## config.mk

```make
export PLATFORM = sky130hd
export DESIGN_NAME = hazard_stall_ctrl
export DESIGN_NICKNAME = d
export VERILOG_FILES = /design/src/rtl/mips_pkg.sv /design/src/rtl/hazard_decode.sv /design/src/rtl/hazard_stall_ctrl.sv
export SDC_FILE = /design/constraint.sdc
export NUM_CORES = 1
export LEC_CHECK = 0
export ABC_AREA = 0
export CELL_PAD_IN_SITES_DETAIL_PLACEMENT = 2
export CELL_PAD_IN_SITES_GLOBAL_PLACEMENT = 2
export CORE_MARGIN = 2
export CORE_UTILIZATION = 21
export DETAILED_ROUTE_END_ITERATION = 10
export PLACE_DENSITY = 0.82
export RECOVER_POWER = 100
export REMOVE_ABC_BUFFERS = 1
export SYNTH_ARGS = -nofsm -noshare
export SYNTH_HDL_FRONTEND = slang
export SYNTH_HIERARCHICAL = 1
export SYNTH_SLANG_ARGS = --single-unit
export TNS_END_PERCENT = 50
```

## constraint.sdc

```tcl
create_clock -name clk -period 2.59 [get_ports clk]
set_clock_uncertainty 0.05 [all_clocks]
set_input_delay 0.3885 -clock clk [delete_from_list [all_inputs] [get_ports clk]]
set_output_delay 0.3885 -clock clk [all_outputs]
set_load 0.005 [all_outputs]
```

## src/rtl/mips_pkg.sv

```systemverilog
// mips_pkg: opcode/funct constants and hazard FSM state encoding shared by the
// ID-stage hazard/stall controller.
`default_nettype none

package mips_pkg;

    localparam logic [5:0] OP_SPECIAL = 6'b000000;
    localparam logic [5:0] OP_J       = 6'b000010;
    localparam logic [5:0] OP_JAL     = 6'b000011;
    localparam logic [5:0] OP_BEQ     = 6'b000100;
    localparam logic [5:0] OP_BNE     = 6'b000101;
    localparam logic [5:0] OP_MADDU   = 6'b011100;
    localparam logic [5:0] OP_LW      = 6'b100011;
    localparam logic [5:0] OP_SW      = 6'b101011;

    localparam logic [5:0] FN_MULTU   = 6'b011001;

    localparam int CNT_W = 7;

    typedef enum logic [1:0] {
        ST_IDLE   = 2'd0,
        ST_MUL    = 2'd1,
        ST_BUBBLE = 2'd2
    } state_t;

    // True when the rt field is a source operand; loads and immediates write rt instead.
    function automatic logic op_uses_rt(input logic [5:0] op);
        case (op)
            OP_SPECIAL, OP_MADDU, OP_BEQ, OP_BNE, OP_SW: return 1'b1;
            OP_LW:                                       return 1'b0;
            default:                                     return 1'b0;
        endcase
    endfunction

endpackage

`default_nettype wire

```

## src/rtl/hazard_decode.sv

```systemverilog
// hazard_decode: combinational ID-stage classification of the instruction and
// load-use comparison against the load currently in EX.
`default_nettype none

module hazard_decode
    import mips_pkg::*;
(
    input  logic [31:0] id_instr,
    input  logic        ex_mem_read,
    input  logic [4:0]  ex_rt,
    output logic        mul_op,
    output logic        br_op,
    output logic        jmp_op,
    output logic        load_use
);

    logic [5:0] op;
    logic [4:0] rs;
    logic [4:0] rt;
    logic [5:0] funct;
    logic [9:0] unused_bits;

    assign op          = id_instr[31:26];
    assign rs          = id_instr[25:21];
    assign rt          = id_instr[20:16];
    assign funct       = id_instr[5:0];
    assign unused_bits = id_instr[15:6];

    // MULTU must be qualified by the SPECIAL opcode; funct alone aliases immediates.
    assign mul_op = ((op == OP_SPECIAL) && (funct == FN_MULTU)) || (op == OP_MADDU);
    assign br_op  = (op == OP_BEQ) || (op == OP_BNE);
    assign jmp_op = (op == OP_J)   || (op == OP_JAL);

    assign load_use = ex_mem_read && (ex_rt != 5'd0) &&
                      ((ex_rt == rs) || ((ex_rt == rt) && op_uses_rt(op)));

endmodule

`default_nettype wire

```

## src/rtl/hazard_stall_ctrl.sv

```systemverilog
// hazard_stall_ctrl: ID-stage FSM driving IF/ID stall/flush for multi-cycle
// multiplies, branch/jump bubbles and load-use interlocks.
`default_nettype none

module hazard_stall_ctrl
    import mips_pkg::*;
#(
    parameter int MUL_CYCLES     = 32,
    parameter int BRANCH_BUBBLES = 1,
    parameter int JUMP_BUBBLES   = 1
) (
    input  logic             clk,
    input  logic             rst_n,
    input  logic             id_valid,
    input  logic [31:0]      id_instr,
    input  logic             ex_mem_read,
    input  logic [4:0]       ex_rt,
    output logic             stall,
    output logic             flush,
    output logic             mul_start,
    output logic             busy,
    output logic [CNT_W-1:0] cnt
);

    if ((MUL_CYCLES < 1) || (MUL_CYCLES > 127) ||
        (BRANCH_BUBBLES < 0) || (BRANCH_BUBBLES > 7) ||
        (JUMP_BUBBLES < 0) || (JUMP_BUBBLES > 7)) begin : g_bad_params
        $error("hazard_stall_ctrl: parameter out of range");
    end

    localparam logic [CNT_W-1:0] MUL_LOAD = CNT_W'(MUL_CYCLES - 1);
    localparam logic [CNT_W-1:0] BR_LOAD  = (BRANCH_BUBBLES > 0) ? CNT_W'(BRANCH_BUBBLES - 1) : '0;
    localparam logic [CNT_W-1:0] JMP_LOAD = (JUMP_BUBBLES > 0)   ? CNT_W'(JUMP_BUBBLES - 1)   : '0;

    logic mul_op;
    logic br_op;
    logic jmp_op;
    logic load_use;

    hazard_decode u_decode (
        .id_instr    (id_instr),
        .ex_mem_read (ex_mem_read),
        .ex_rt       (ex_rt),
        .mul_op      (mul_op),
        .br_op       (br_op),
        .jmp_op      (jmp_op),
        .load_use    (load_use)
    );

    state_t           state, state_nx;
    logic [CNT_W-1:0] cnt_q, cnt_nx;
    logic             stall_q, stall_nx;
    logic             flush_q, flush_nx;
    logic             lu_stall;

    always_ff @(posedge clk or negedge rst_n) begin
        if (!rst_n) begin
            state   <= ST_IDLE;
            cnt_q   <= '0;
            stall_q <= 1'b0;
            flush_q <= 1'b0;
        end else begin
            state   <= state_nx;
            cnt_q   <= cnt_nx;
            stall_q <= stall_nx;
            flush_q <= flush_nx;
        end
    end

    always_comb begin
        state_nx  = state;
        cnt_nx    = cnt_q;
        stall_nx  = stall_q;
        flush_nx  = flush_q;
        mul_start = 1'b0;
        lu_stall  = 1'b0;
        case (state)
            ST_IDLE: begin
                if (id_valid) begin
                    if (load_use) begin
                        lu_stall = 1'b1;
                    end else if (mul_op) begin
                        // The multiply itself advances to EX; younger instructions wait.
                        mul_start = 1'b1;
                        state_nx  = ST_MUL;
                        cnt_nx    = MUL_LOAD;
                        stall_nx  = 1'b1;
                    end else if (br_op && (BRANCH_BUBBLES > 0)) begin
                        state_nx = ST_BUBBLE;
                        cnt_nx   = BR_LOAD;
                        flush_nx = 1'b1;
                    end else if (jmp_op && (JUMP_BUBBLES > 0)) begin
                        state_nx = ST_BUBBLE;
                        cnt_nx   = JMP_LOAD;
                        flush_nx = 1'b1;
                    end
                end
            end
            ST_MUL, ST_BUBBLE: begin
                if (cnt_q == '0) begin
                    state_nx = ST_IDLE;
                    stall_nx = 1'b0;
                    flush_nx = 1'b0;
                end else begin
                    cnt_nx = cnt_q - 1'b1;
                end
            end
            default: begin
                state_nx = ST_IDLE;
                cnt_nx   = '0;
                stall_nx = 1'b0;
                flush_nx = 1'b0;
            end
        endcase
    end

    assign stall = stall_q | lu_stall;
    assign flush = flush_q;
    assign busy  = (state != ST_IDLE);
    assign cnt   = cnt_q;

endmodule

`default_nettype wire

```

==> impl_metrics.ini, run 1 <==
; yosys + openroad results
[placed_design]
postPlaceCellArea_um2 = 1582
placed_cells = 215

[drt]
met3WireLength_um = 97
wl_per_cell_um = 18.13
drc = 0
dr_total_vias = 1089

[final_layout]
area_growth_pct = 86.42
nFillCells = 467
design.seq.count = 11
nets = 218
largest_register_ffs = 7
num_antenna_cells = 0
buffer_area_frac = 0.3319
clkbuf_count = 4
regArea_um2 = 275.3
lay_top_cells = buf_4, clkdlybuf4s50_1, dfrtp_1

[die]
chipWidth_um = 71.56
fp_util = 0.2186
row_count = 24
core-area_um2 = 4384
die_h_um = 71.56

[synthesis]
ys_sh_aoi = 0.2154
syn_inst = 104
synth_flops = 11
ys_sh_mux = 0.03264
common_cells = dfrtp_1, nor2_1, xor2_1
fa_ha_area_frac = 0.05222
ys_sh_simple = 0.2977

[setup_path]
crit_cells = 11
path_buffers = 3
r2r_start = state[1]
crit_family = buffers and inverters
start_kind = input pin
crit_required_ns = 2.68
crit_path_end_kind = register
slowest_stage = or4_4

[power_and_ir_drop]
power-top-group = combinational logic
powerSeq_uw = 298
power_density_nw_per_um2 = 712.9

[clocking]
h-tree-depth = 1
cts-root-buf = clkbuf_8
holdBufCountCts = 0
clock_path_buffers = 2
cts.sinks = 11
ctsResizeCount = 30
cts_tree = built

[sta]
period_used_share = 0.9832
max_clock_freq_ghz = 0.3927
final_hold_viol_count = 0
hold_slack_ns = 0.4503
finalSetupViolCount = 0
slew_violations = 0
rsz0062_at_grt = yes
worst_pin_slew_ns = 0.5365
slew_headroom = 0.6396

[flow_run]
warning_count = 38

[global_routing]
grt_max_degree = 12
top_usage_layer = met2
grt_pass1_wl_um = 6596
grt_overflow = 0

[outcome]
outcome = completed
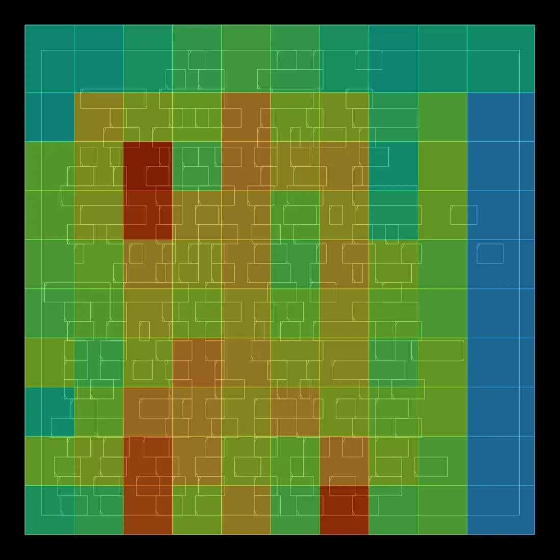
Run 1: congestion heat map
Core Util, Final: 0.4075
gr usage total: 0.1662
met2 usage: 0.3117
M1 GR Usage: 0.2005
met3 GRT Util: 0.03376

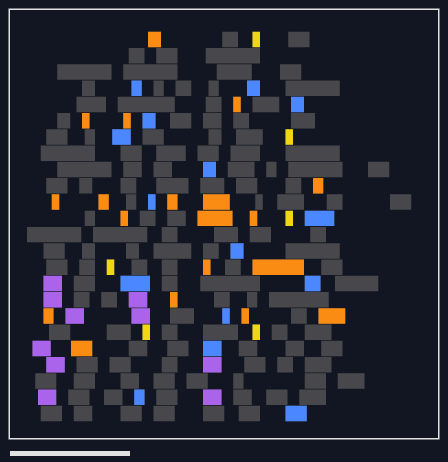
Run 1: gate families picked out
Scale bar: 20 um.
family	color	cells	most used
NAND gates	blue	15	nand2b_1
XOR/XNOR gates	purple	10	xor2_1
inverters	yellow	6	inv_1
NOR gates	orange	19	nor2_1

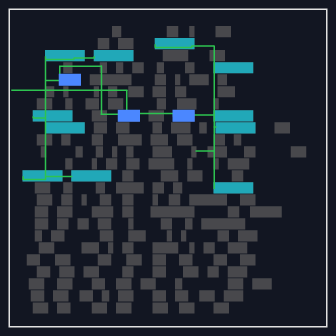
Run 1: clock distribution
[clock wires] green | length: 192 um
[flip-flops] cyan | count: 11
[clock drivers] blue | count: 3
routed clock nets	4
Power Clock: 176 uW
Clock Power Share: 0.138
Insertion Delay late pin: 0.24 ns

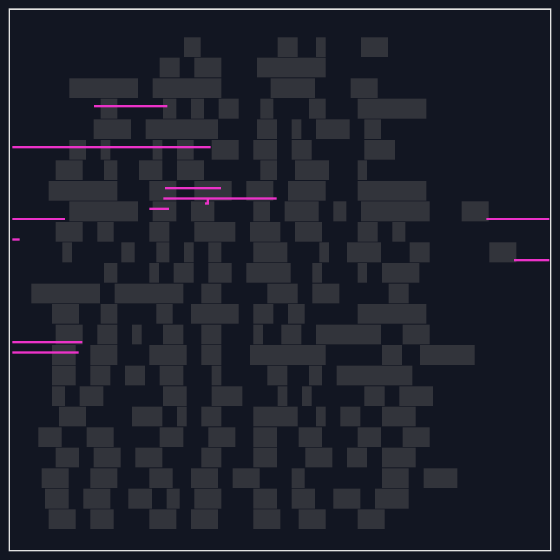
Run 1: met3 routing
Cells faint in the background.
share of all routed wire	2.4%
main direction	horizontal
nets with wire on the layer	10
longest straight run	26.0 um
wire length on this layer	97.7 um

==> inputs of run 2 (changes only) <==
Settings changed: CTS_CLUSTER_DIAMETER set to 40.
==> run 2 against run 1 <==
Via count is the same; flip-flop count unchanged; sequential share of layout area did not move; register-to-register slack hardly changed; hold slack stayed put; global-route usage is the same; synthesized area stayed put; utilization stayed put.
==> impl_metrics.ini, run 2 <==
; yosys + openroad results
[power_and_ir_drop]
power_frac_seq = 0.234
internal_power_uw = 732.5
clkPwrFrac = 0.138
pg_clk_uw = 176
power-top-group = combinational logic
combPwrFrac = 0.628
powerSeq_uw = 298
power_density_nw_per_um2 = 712.9

[setup_path]
start_kind = input pin
r2r_start = state[1]
slowest_stage = or4_4
crit_cells = 11
crit_path_end_kind = register
crit_family = buffers and inverters
reg2reg_setup_slack_ns = 0.63
crit_required_ns = 2.68

[sta]
min_period_ns = 2.547
period_used_share = 0.9832
final_hold_viol_count = 0
rsz0062_at_grt = yes
slew_violations = 0
hold_slack_ns = 0.4503
finalSetupViolCount = 0
worst_pin_slew_ns = 0.5365
max_clock_freq_ghz = 0.3927

[final_layout]
design.seq.count = 11
clkbuf_count = 4
lay_top_cells = buf_4, clkdlybuf4s50_1, dfrtp_1
nets = 218
nFillCells = 467
regArea_um2 = 275.3
num_antenna_cells = 0
buffer_area_frac = 0.3319
comb_area_frac = 0.4398
area_growth_pct = 86.42
largest_register_ffs = 7
final_util = 0.4075
comb_cells = 87
seq_share = 0.1541

[synthesis]
ys_sh_aoi = 0.2154
fa_ha_area_frac = 0.05222
synth.top_cell.area_share = 0.2872
syn_inst = 104
ys_sh_simple = 0.2977
yosysWarnings = 6
common_cells = dfrtp_1, nor2_1, xor2_1
synth_flops = 11
syn_area_um2 = 958.4
ys_sh_mux = 0.03264

[clocking]
holdBufCountCts = 0
cts-root-buf = clkbuf_8
insertion_delay_ns = 0.24
ctsResizeCount = 30
cts.sinks = 11
h-tree-depth = 1
cts_tree = built
clock_path_buffers = 2

[drt]
drc = 0
dr_total_vias = 1089
met3WireLength_um = 97

[global_routing]
grtUsageMet2 = 0.3117
met1_usage = 0.2005
grt_use_met3 = 0.03376
grt_pass1_wl_um = 6596
grt_max_degree = 12
grt_overflow = 0

[die]
die_h_um = 71.56
chipWidth_um = 71.56
core-area_um2 = 4384
fp_util = 0.2186
row_count = 24
die-area_um2 = 5120

[placed_design]
placed_cells = 215
postPlaceCellArea_um2 = 1582

[hold_path]
min-delay-start = flush

[outcome]
outcome = completed

[flow_run]
warning_count = 38
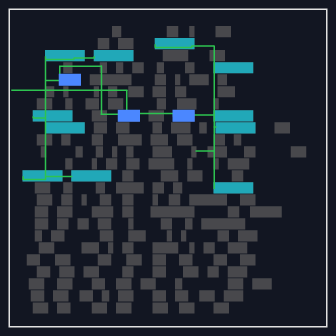
Run 2: clock distribution

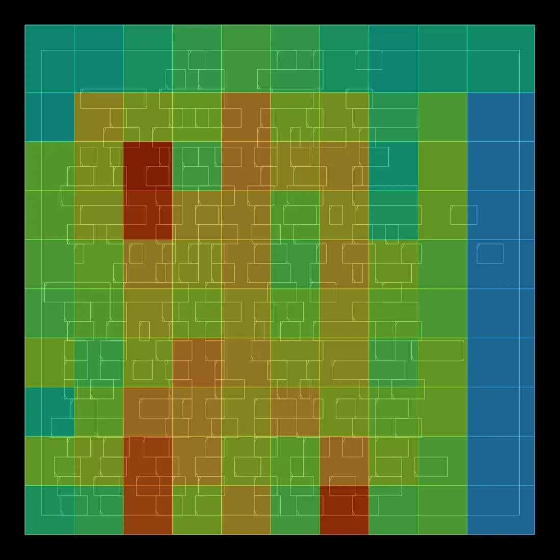
Run 2: congestion heat map
Top Usage Layer GRT: met2
WL/cell: 18.13 um

==> inputs of run 3 (changes only) <==
Settings changed: CORE_UTILIZATION 21 to 19, GPL_TIMING_DRIVEN set to 0, PLACE_DENSITY 0.82 to 0.78.
Clock period 2.59 ns to 2.2 ns, I/O delays scaled along.
==> run 3 against run 2 <==
The flow now finishes with violations (setup timing); via count down 4.6%; synthesized area unchanged; non-clock buffer count down 12; sequential share of layout area up 0.71 points; setup slack worse by 0.14 ns; wire length down 7.2%; first-iteration DRC count down 41%; critical path depth down 2; final cell count up 1.3%; flip-flop count unchanged; largest cell class unchanged; largest power group unchanged; highest routed layer unchanged.
==> impl_metrics.ini, run 3 <==
; yosys + openroad results
[global_routing]
grtUsageMet2 = 0.2690
grt_overflow = 0
grt_use_met3 = 0.02142
grt_max_degree = 12
top_usage_layer = met2

[setup_path]
max_stage_delay_ns = 0.54
r2r_cells = 6
start_kind = input pin
crit_path_end_kind = register
r2r_start = cnt[0]
crit_cells = 9
crit_family = simple AND/OR/NAND/NOR gates
reg2reg_setup_slack_ns = 0.10
crit_required_ns = 2.30
path_buffers = 2
slowest_stage = or4_4

[die]
die-area_um2 = 5629
die_h_um = 75.03
fp_util = 0.2003
row_count = 25
chipWidth_um = 75.03

[final_layout]
lay_top_cells = dfrtp_1, dlygate4sd2_1, clkdlybuf4s50_1, buf_4, nor2_1
comb_cells = 87
clkbuf_count = 4
design.seq.count = 11
num_antenna_cells = 0
final_util = 0.3569
buffer_area_frac = 0.2799
nFillCells = 512
regArea_um2 = 275.3
seq_share = 0.1612
largest_register_ffs = 7

[power_and_ir_drop]
internal_power_uw = 863.4
power_frac_seq = 0.228
power_density_nw_per_um2 = 882.1
powerSeq_uw = 343
leakagePower_uw = 0.0007454
power-top-group = combinational logic

[drt]
met3WireLength_um = 50
wl_per_cell_um = 16.61
dr_total_vias = 1039

[sta]
setup_ws_ns = -0.09732
final_hold_viol_count = 0
finalSetupViolCount = 7
max_clock_freq_ghz = 0.4353
worst_pin_slew_ns = 0.5778
min_period_ns = 2.297
period_used_share = 1.044
hold_slack_ns = 0.4572

[synthesis]
ys_sh_mux = 0.03264
ys_sh_simple = 0.2977
ys_sh_xor = 0.09138
common_cells = dfrtp_1, nor2_1, xor2_1
ys_area_um2 = 958.4
yosysWarnings = 6
ys_sh_aoi = 0.2154
syn_area_um2 = 958.4
fa_ha_area_frac = 0.05222
synth.top_cell.area_share = 0.2872
syn_inst = 104

[clocking]
cts-root-buf = clkbuf_8
insertion_delay_ns = 0.24
ctsResizeCount = 69
h-tree-depth = 1
cts_tree = built
cts.sinks = 11

[placed_design]
placed_cells = 212
postPlaceCellArea_um2 = 1453

[flow_run]
maxCapViolCount = 0

[outcome]
failed_checks = setup timing
outcome = complete, but fails checks

[hold_path]
min-delay-start = stall_q
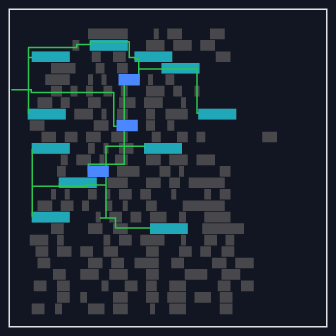
Run 3: clock distribution
Clock Power Share: 0.142
Power Clock: 214 uW

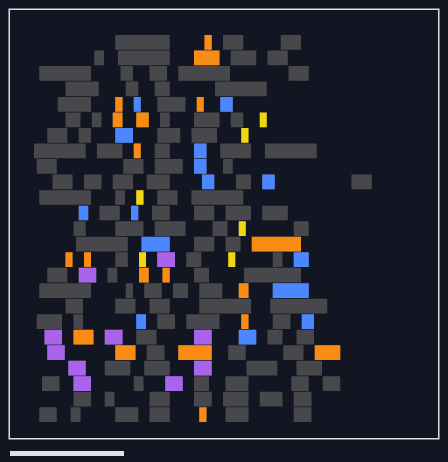
Run 3: gate families picked out
Scale bar: 20 um.
non-filler cells, final: 227
combinational share of cell area: 0.4703


==> screenshots <==
Drive-strength map.
image #1
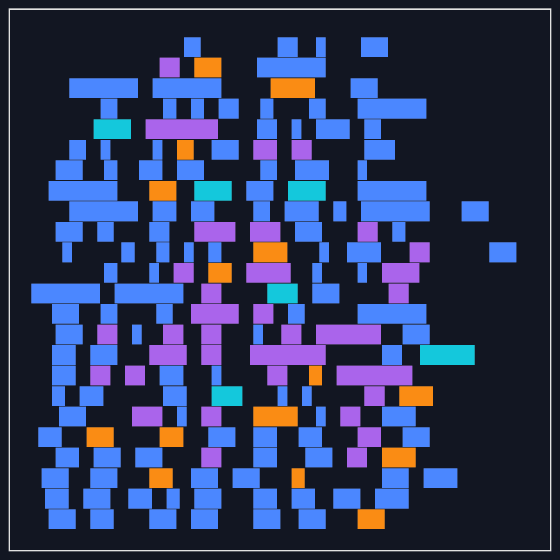
image #2
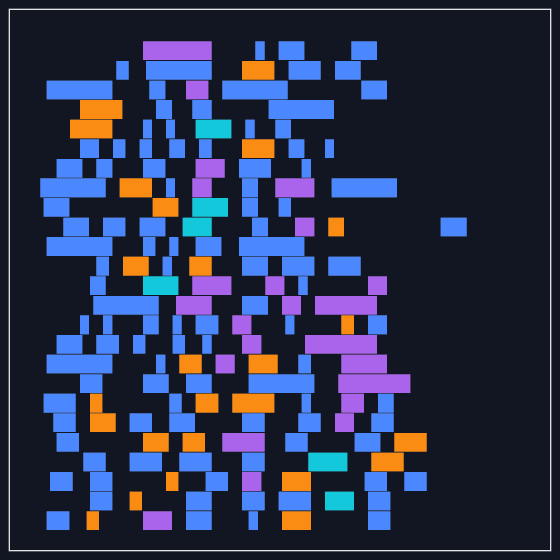
- image #1 = run 1
- image #2 = run 3

Power figures rest on the tool's default switching activity, not on a simulated workload.
